$ cat src/rtl/trsq_pkg.sv
// rtl/trsq_pkg.sv - shared defaults, action encoding and priority encoder for the TRSQ sequencer
// Contents:
//   PC_W_DEF, VEC_BASE_DEF, VEC_STRIDE_DEF : default sequencer geometry
//   IRQ_MAX, IRQ_IDX_W                     : widest supported interrupt set and its index width
//   act_e                                  : the single PC action chosen each cycle
//   prio_t / prio_enc                      : lowest-set-bit encoder with a valid flag
package trsq_pkg;

  localparam int PC_W_DEF       = 13;
  localparam int VEC_BASE_DEF   = 4;
  localparam int VEC_STRIDE_DEF = 2;
  localparam int IRQ_MAX        = 8;
  localparam int IRQ_IDX_W      = 3;

  // Exactly one action wins per edge; its side effects (stack, flags) are the only ones applied.
  typedef enum logic [2:0] {
    ACT_STEP,
    ACT_TAKE,
    ACT_HALT,
    ACT_JUMP,
    ACT_CALL,
    ACT_RET,
    ACT_RETI,
    ACT_SKIP
  } act_e;

  typedef struct packed {
    logic                 valid;
    logic [IRQ_IDX_W-1:0] idx;
  } prio_t;

  // Scans from the top down so the last assignment left standing is the lowest set bit.
  function automatic prio_t prio_enc(input logic [IRQ_MAX-1:0] req);
    prio_t r;
    r.valid = 1'b0;
    r.idx   = '0;
    for (int i = IRQ_MAX - 1; i >= 0; i--) begin
      if (req[i]) begin
        r.valid = 1'b1;
        r.idx   = IRQ_IDX_W'(i);
      end
    end
    return r;
  endfunction

endpackage

$ cat src/rtl/trsq_ret_stack.sv
// rtl/trsq_ret_stack.sv - parametrised LIFO return stack shared by call and interrupt entry
// Ports:
//   clk, reset      : clock, synchronous active-high reset (clears occupancy only)
//   push, push_data : write push_data on top; ignored when full
//   pop             : drop the top entry; ignored when empty
//   top_data        : entry at sp-1 (don't-care when empty)
//   sp              : occupancy 0..DEPTH
//   full, empty     : occupancy status
module trsq_ret_stack #(
  parameter int DEPTH = 4,
  parameter int W     = 13,
  parameter int SP_W  = $clog2(DEPTH + 1)
) (
  input  logic            clk,
  input  logic            reset,
  input  logic            push,
  input  logic            pop,
  input  logic [W-1:0]    push_data,
  output logic [W-1:0]    top_data,
  output logic [SP_W-1:0] sp,
  output logic            full,
  output logic            empty
);

  localparam int AW = (DEPTH > 1) ? $clog2(DEPTH) : 1;

  logic [W-1:0]  mem [DEPTH];
  logic [AW-1:0] wr_idx;
  logic [AW-1:0] rd_idx;

  assign full     = (sp == SP_W'(DEPTH));
  assign empty    = (sp == '0);
  assign wr_idx   = AW'(sp);
  assign rd_idx   = AW'(sp - SP_W'(1));
  assign top_data = mem[rd_idx];

  // Entry storage needs no reset: anything at or above sp is never read as valid.
  always_ff @(posedge clk) begin
    if (push && !full) begin
      mem[wr_idx] <= push_data;
    end
  end

  always_ff @(posedge clk) begin
    if (reset) begin
      sp <= '0;
    end else if (push && !full) begin
      sp <= sp + SP_W'(1);
    end else if (pop && !empty) begin
      sp <= sp - SP_W'(1);
    end
  end

endmodule

$ cat src/rtl/trsq_seq.sv
// rtl/trsq_seq.sv - program sequencer: PC, return stack and vectored interrupt controller
// Ports:
//   clk_ip, reset_ip              : clock, synchronous active-high reset
//   halt/jump/call/ret/reti/skip  : decoder control strobes, resolved by fixed priority
//   target_ip                     : jump/call destination
//   irq_ip                        : synchronous request lines, rising-edge detected into pending
//   en_wr_ip, en_data_ip          : interrupt enable mask write
//   gie_set_ip, gie_clr_ip        : global interrupt enable control (clear wins)
//   pc_op                         : registered fetch address
//   flush_op                      : interrupt taken this cycle, squash instruction at pc_op
//   irq_ack_op                    : one-cycle one-hot pulse for the channel taken
//   irq_pend_op, gie_op, sp_op    : pending mask, global enable, stack occupancy
//   stack_ovf_op, stack_unf_op    : sticky stack error flags
module trsq_seq
  import trsq_pkg::*;
#(
  parameter int PC_W        = PC_W_DEF,
  parameter int STACK_DEPTH = 4,
  parameter int IRQ_N       = 4,
  parameter int VEC_BASE    = VEC_BASE_DEF,
  parameter int VEC_STRIDE  = VEC_STRIDE_DEF,
  parameter int SP_W        = $clog2(STACK_DEPTH + 1)
) (
  input  logic             clk_ip,
  input  logic             reset_ip,
  input  logic             halt_ip,
  input  logic             jump_ip,
  input  logic             call_ip,
  input  logic             ret_ip,
  input  logic             reti_ip,
  input  logic             skip_ip,
  input  logic [PC_W-1:0]  target_ip,
  input  logic [IRQ_N-1:0] irq_ip,
  input  logic             en_wr_ip,
  input  logic [IRQ_N-1:0] en_data_ip,
  input  logic             gie_set_ip,
  input  logic             gie_clr_ip,
  output logic [PC_W-1:0]  pc_op,
  output logic             flush_op,
  output logic [IRQ_N-1:0] irq_ack_op,
  output logic [IRQ_N-1:0] irq_pend_op,
  output logic             gie_op,
  output logic [SP_W-1:0]  sp_op,
  output logic             stack_ovf_op,
  output logic             stack_unf_op
);

  logic [PC_W-1:0]  pc;
  logic [PC_W-1:0]  pc_inc;
  logic [PC_W-1:0]  pc_next;
  logic [PC_W-1:0]  vec;
  logic [IRQ_N-1:0] en;
  logic [IRQ_N-1:0] pend;
  logic [IRQ_N-1:0] irq_prev;
  logic [IRQ_N-1:0] ack;
  logic [IRQ_N-1:0] rise;
  logic [IRQ_N-1:0] take_mask;
  logic             gie;
  logic             ovf;
  logic             unf;
  logic             take;
  prio_t            sel;
  act_e             act;

  logic             st_push;
  logic             st_pop;
  logic [PC_W-1:0]  st_din;
  logic [PC_W-1:0]  st_top;
  logic [SP_W-1:0]  st_sp;
  logic             st_full;
  logic             st_empty;
  logic             set_ovf;
  logic             set_unf;
  logic             reti_gie;

  trsq_ret_stack #(
    .DEPTH (STACK_DEPTH),
    .W     (PC_W),
    .SP_W  (SP_W)
  ) u_stack (
    .clk       (clk_ip),
    .reset     (reset_ip),
    .push      (st_push),
    .pop       (st_pop),
    .push_data (st_din),
    .top_data  (st_top),
    .sp        (st_sp),
    .full      (st_full),
    .empty     (st_empty)
  );

  assign pc_inc = pc + PC_W'(1);
  assign rise   = irq_ip & ~irq_prev;

  // take uses registered state only, so a request is never taken on the edge that latches it.
  assign sel  = prio_enc(IRQ_MAX'(pend & en));
  assign take = gie & sel.valid & ~st_full;
  assign vec  = PC_W'(VEC_BASE + VEC_STRIDE * int'(sel.idx));

  assign take_mask = take ? (IRQ_N'(1) << sel.idx) : '0;

  always_comb begin
    if (take)         act = ACT_TAKE;
    else if (halt_ip) act = ACT_HALT;
    else if (jump_ip) act = ACT_JUMP;
    else if (call_ip) act = ACT_CALL;
    else if (ret_ip)  act = ACT_RET;
    else if (reti_ip) act = ACT_RETI;
    else if (skip_ip) act = ACT_SKIP;
    else              act = ACT_STEP;
  end

  always_comb begin
    pc_next  = pc_inc;
    st_push  = 1'b0;
    st_pop   = 1'b0;
    st_din   = pc_inc;
    set_ovf  = 1'b0;
    set_unf  = 1'b0;
    reti_gie = 1'b0;
    case (act)
      ACT_TAKE: begin
        // The squashed instruction at pc is re-executed after reti, so pc itself is stacked.
        pc_next = vec;
        st_push = 1'b1;
        st_din  = pc;
      end
      ACT_HALT: pc_next = pc;
      ACT_JUMP: pc_next = target_ip;
      ACT_CALL: begin
        pc_next = target_ip;
        if (st_full) set_ovf = 1'b1;
        else         st_push = 1'b1;
      end
      ACT_RET, ACT_RETI: begin
        reti_gie = (act == ACT_RETI);
        if (st_empty) begin
          set_unf = 1'b1;
        end else begin
          st_pop  = 1'b1;
          pc_next = st_top;
        end
      end
      ACT_SKIP: pc_next = pc + PC_W'(2);
      default:  pc_next = pc_inc;
    endcase
  end

  always_ff @(posedge clk_ip) begin
    if (reset_ip) begin
      pc       <= '0;
      gie      <= 1'b0;
      en       <= '0;
      pend     <= '0;
      ack      <= '0;
      irq_prev <= '0;
      ovf      <= 1'b0;
      unf      <= 1'b0;
    end else begin
      pc       <= pc_next;
      irq_prev <= irq_ip;
      // A new edge on the channel being taken survives the clear.
      pend     <= (pend & ~take_mask) | rise;
      ack      <= take_mask;
      if (en_wr_ip) en <= en_data_ip;
      if (take || gie_clr_ip)           gie <= 1'b0;
      else if (gie_set_ip || reti_gie)  gie <= 1'b1;
      if (set_ovf) ovf <= 1'b1;
      if (set_unf) unf <= 1'b1;
    end
  end

  assign pc_op        = pc;
  assign flush_op     = take;
  assign irq_ack_op   = ack;
  assign irq_pend_op  = pend;
  assign gie_op       = gie;
  assign sp_op        = st_sp;
  assign stack_ovf_op = ovf;
  assign stack_unf_op = unf;

endmodule
$ cat config.mk
export PLATFORM = sky130hd
export DESIGN_NAME = trsq_seq
export DESIGN_NICKNAME = d
export VERILOG_FILES = /design/src/rtl/trsq_pkg.sv /design/src/rtl/trsq_ret_stack.sv /design/src/rtl/trsq_seq.sv
export SDC_FILE = /design/constraint.sdc
export NUM_CORES = 1
export LEC_CHECK = 0
export CAP_MARGIN = 30
export CORE_UTILIZATION = 38
export DETAILED_ROUTE_END_ITERATION = 8
export DONT_BUFFER_PORTS = 1
export MAX_ROUTING_LAYER = met4
export SYNTH_ARGS = -nofsm -noshare
export SYNTH_HDL_FRONTEND = slang
export SYNTH_SLANG_ARGS = --single-unit
$ cat constraint.sdc
create_clock -name clk_ip -period 3.35 [get_ports clk_ip]
set_input_delay 0.5025 -clock clk_ip [delete_from_list [all_inputs] [get_ports clk_ip]]
set_output_delay 0.5025 -clock clk_ip [all_outputs]
set_load 0.01 [all_outputs]
==> summary.txt <==
Outcome: complete, but fails checks
Failing checks: design-rule violations
Latency at later pin: 340 ps
End point of the worst hold path: irq_prev[3]
Worst slack after detailed placement: 759 ps
Synth Area per Inst: 10.9 µm²
Max layer used: met4
Pin count of the biggest net entering global routing: 36
Post-CTS resize count: 0
Max stage delay on crit path: 470 ps
Fin Hold WS: 232 ps
Gpl congestion: 0.862
Vias: 3256
FF+latch area: 2260 µm²
R2R setup slack: 750 ps
Most frequent cells in the layout: edfxtp_1, nor2_1, nand2_1, dfxtp_1, a21oi_1
Total negative slack: 0 ps
Number of global-route vias before repair: 3246
Mapped Nets: 458
Yosys stat chip area: 4550 µm²
CTS tree: done
Iter 0 DRT Violations: 274
CTS clk-pin slew, worst paths: 60 ps
Non-Filler Instances: 561
Cell type with the largest total area: edfxtp_1
# setup viols final: 0
Via/cell ratio: 5.80
Pwr Total: 2580 µW
Count leader, synth: edfxtp_1
Wl on met1: 5240 µm
Fillers: 1082
Wirelength, routed: 11900 µm
Synth top area share: 0.343
Tcrit/Tclk final: 0.776
Cell family with most CP delay: AND-OR/OR-AND gates
Hold depth: 1
Row count: 39
RSZ-0062 raised after global routing: no
Main area contributors after synthesis: edfxtp_1, dfxtp_1, mux4_2
Initial antenna violation count: 1
Period minus WS final: 2600 ps
Worst-path cell chain: inv_1, ha_1, a21bo_2, a21o_1, buf_4, and2_1, o22ai_1, a311oi_2
Synthesized area: 4550 µm²
Synth Instances: 419
Slew HR: 0.478
Met2 WL: 5350 µm
Worst hold path class: in2reg
CTS Hold Bufs: 0
Placed Cells incl. Taps: 544
Crit-path slowest cell: and2_1
Tally of OpenROAD warnings: 30
Fmax: 385 MHz
Leak Pwr: 0.00162 µW
Synth Seq Share: 0.497
Cell Type Count: 59
Post-Route Utilization: 0.429
Clock root buffer master: clkbuf_16
Ys async rst share: 0
VDD IR-drop max: 0.268 mV
WP buf/inv: 2
Met3 wire length: 1120 µm
Antenna-violating nets left: 0
Seq cells post-synth: 87
Area grow syn2layout: 8.93%
Critical Path End Type: register
Gr usage total: 0.208
Slew Limit Fails: 0
Number of port buffers: 0
Worst-margin pin slew: 781 ps
Ports: 60
Area of the multi-input gates: 2090 µm²
H-tree depth: 3
Remaining DRCs: 10
Nets@finish: 451
Height of the die: 111 µm
Ys cells: 419
Share of cells above drive strength 1: 0.158
Dominant flop cell: edfxtp_1
Critical R2R Capture: pc_op[12]
Post-DP HPWL: 8410 µm
Postcts setup bufs: 0
Final hold vios: 0
Global-route wire length before repair: 18900 µm
Worst Reg-to-Reg Cells: 8
[flip-flops by register name (all words and copies together), names as in the netlist]
signal and cells:
u_stack.mem 52, pc_op 13, en 4, irq_ack_op 4, irq_pend_op 4, irq_prev 4
u_stack.sp 3, gie_op 1, stack_ovf_op 1, stack_unf_op 1
[worst reg2reg max path: stages (launching register included)]
cell      delay, ps
dfxtp_1         370
inv_1           140
ha_1            220
a21bo_2         220
a21o_1          360
buf_4           320
and2_1          470
o22ai_1         150
a311oi_2        270
[layout make-up]
| cell class | instances | share of cell area |
|---|---|---|
| Tap cell | 143 | 0.0361 |
| Timing Repair Buffer | 10 | 0.0151 |
| Clock inverter | 7 | 0.0194 |
| Clock buffer | 9 | 0.0454 |
| Inverter | 6 | 0.00505 |
| Multi-Input combinational cell | 298 | 0.422 |
| Sequential cell | 87 | 0.456 |
| Antenna cell | 1 | 0.000505 |
[cells by family after synthesis]
family                     synth area share
and+or+nand+nor                       0.161
AOI/OAI and AO/OA                     0.146
DFF                                   0.497
buffers and inverters                0.0432
xor gates and xnor gates             0.0558
muxes                                0.0775
adders and majority gates            0.0192
[worst max-delay path by stage]
| stage | cells after the start | endpoint | slack [ps] | start |
|---|---|---|---|---|
| after floorplan | 10 | u_stack.mem[0][0] | 260 | u_stack.sp[0] |
| after global placement | 8 | pc_op[12] | 880 | u_stack.sp[1] |
| after detailed placement | 8 | pc_op[12] | 760 | u_stack.sp[1] |
| after CTS | 8 | pc_op[12] | 730 | u_stack.sp[1] |
| after global routing | 8 | pc_op[10] | 540 | u_stack.sp[1] |
| final | 8 | pc_op[12] | 750 | u_stack.sp[1] |
[where the power goes]
group | total, µW | internal, µW | switching [µW]
combinational | 275 | 111 | 164
sequential | 1230 | 1180 | 50.9
clock | 1080 | 654 | 428
Figure 1. Metal layers overlaid.
Two of the layers only.
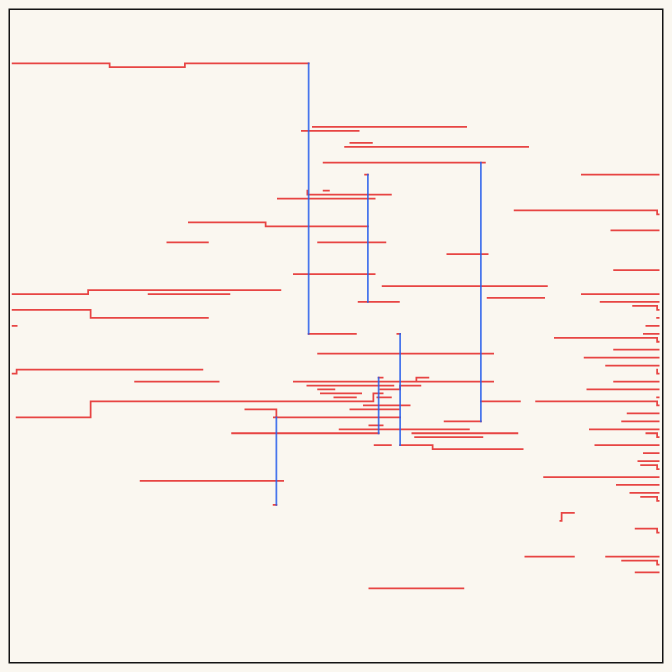
[M4] blue | wire length: 156 µm
[M3] red | wire length: 1120 µm

Figure 2. Met3 routing.
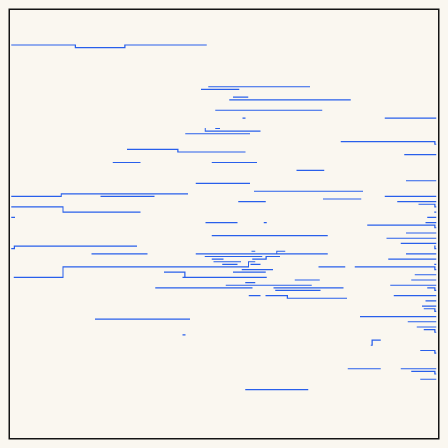
longest straight run: 48.3 µm
nets with wire on the layer: 66
share of all routed wire: 9.4%
main direction: horizontal
wire length on this layer: 1120 µm

Figure 3. Ports around the boundary.
Pins as bars across the die edge, other pins in gray.
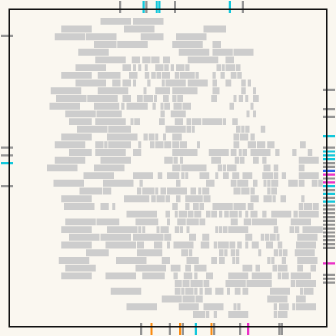
[`irq_ip`] magenta | pins: 4 | direction: input | edge: 3 right, 1 bottom
[`target_ip`] cyan | pins: 13 | direction: input | edge: 7 right, 4 top, 1 left, 1 bottom
[`halt_ip`] blue | pins: 1 | direction: input | edge: right
[`sp_op`] orange | pins: 3 | direction: output | edge: bottom
all pins by edge: 35 right, 12 bottom, 8 top, 5 left

Figure 4. Track usage over the die.
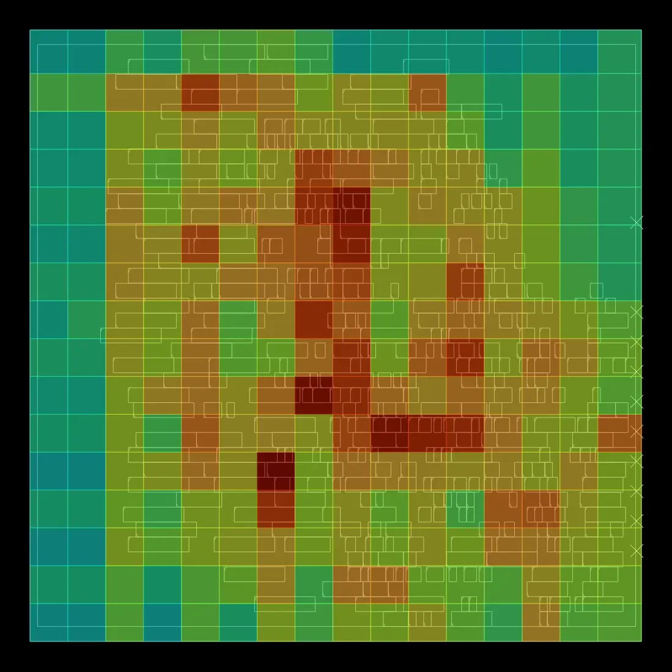
Routed wire per std cell: 21.1 µm
M1 GR Usage: 0.277
gr busiest metal: met2
met3 Use GR: 0.0610

Power is estimated from default activity; no workload was simulated.
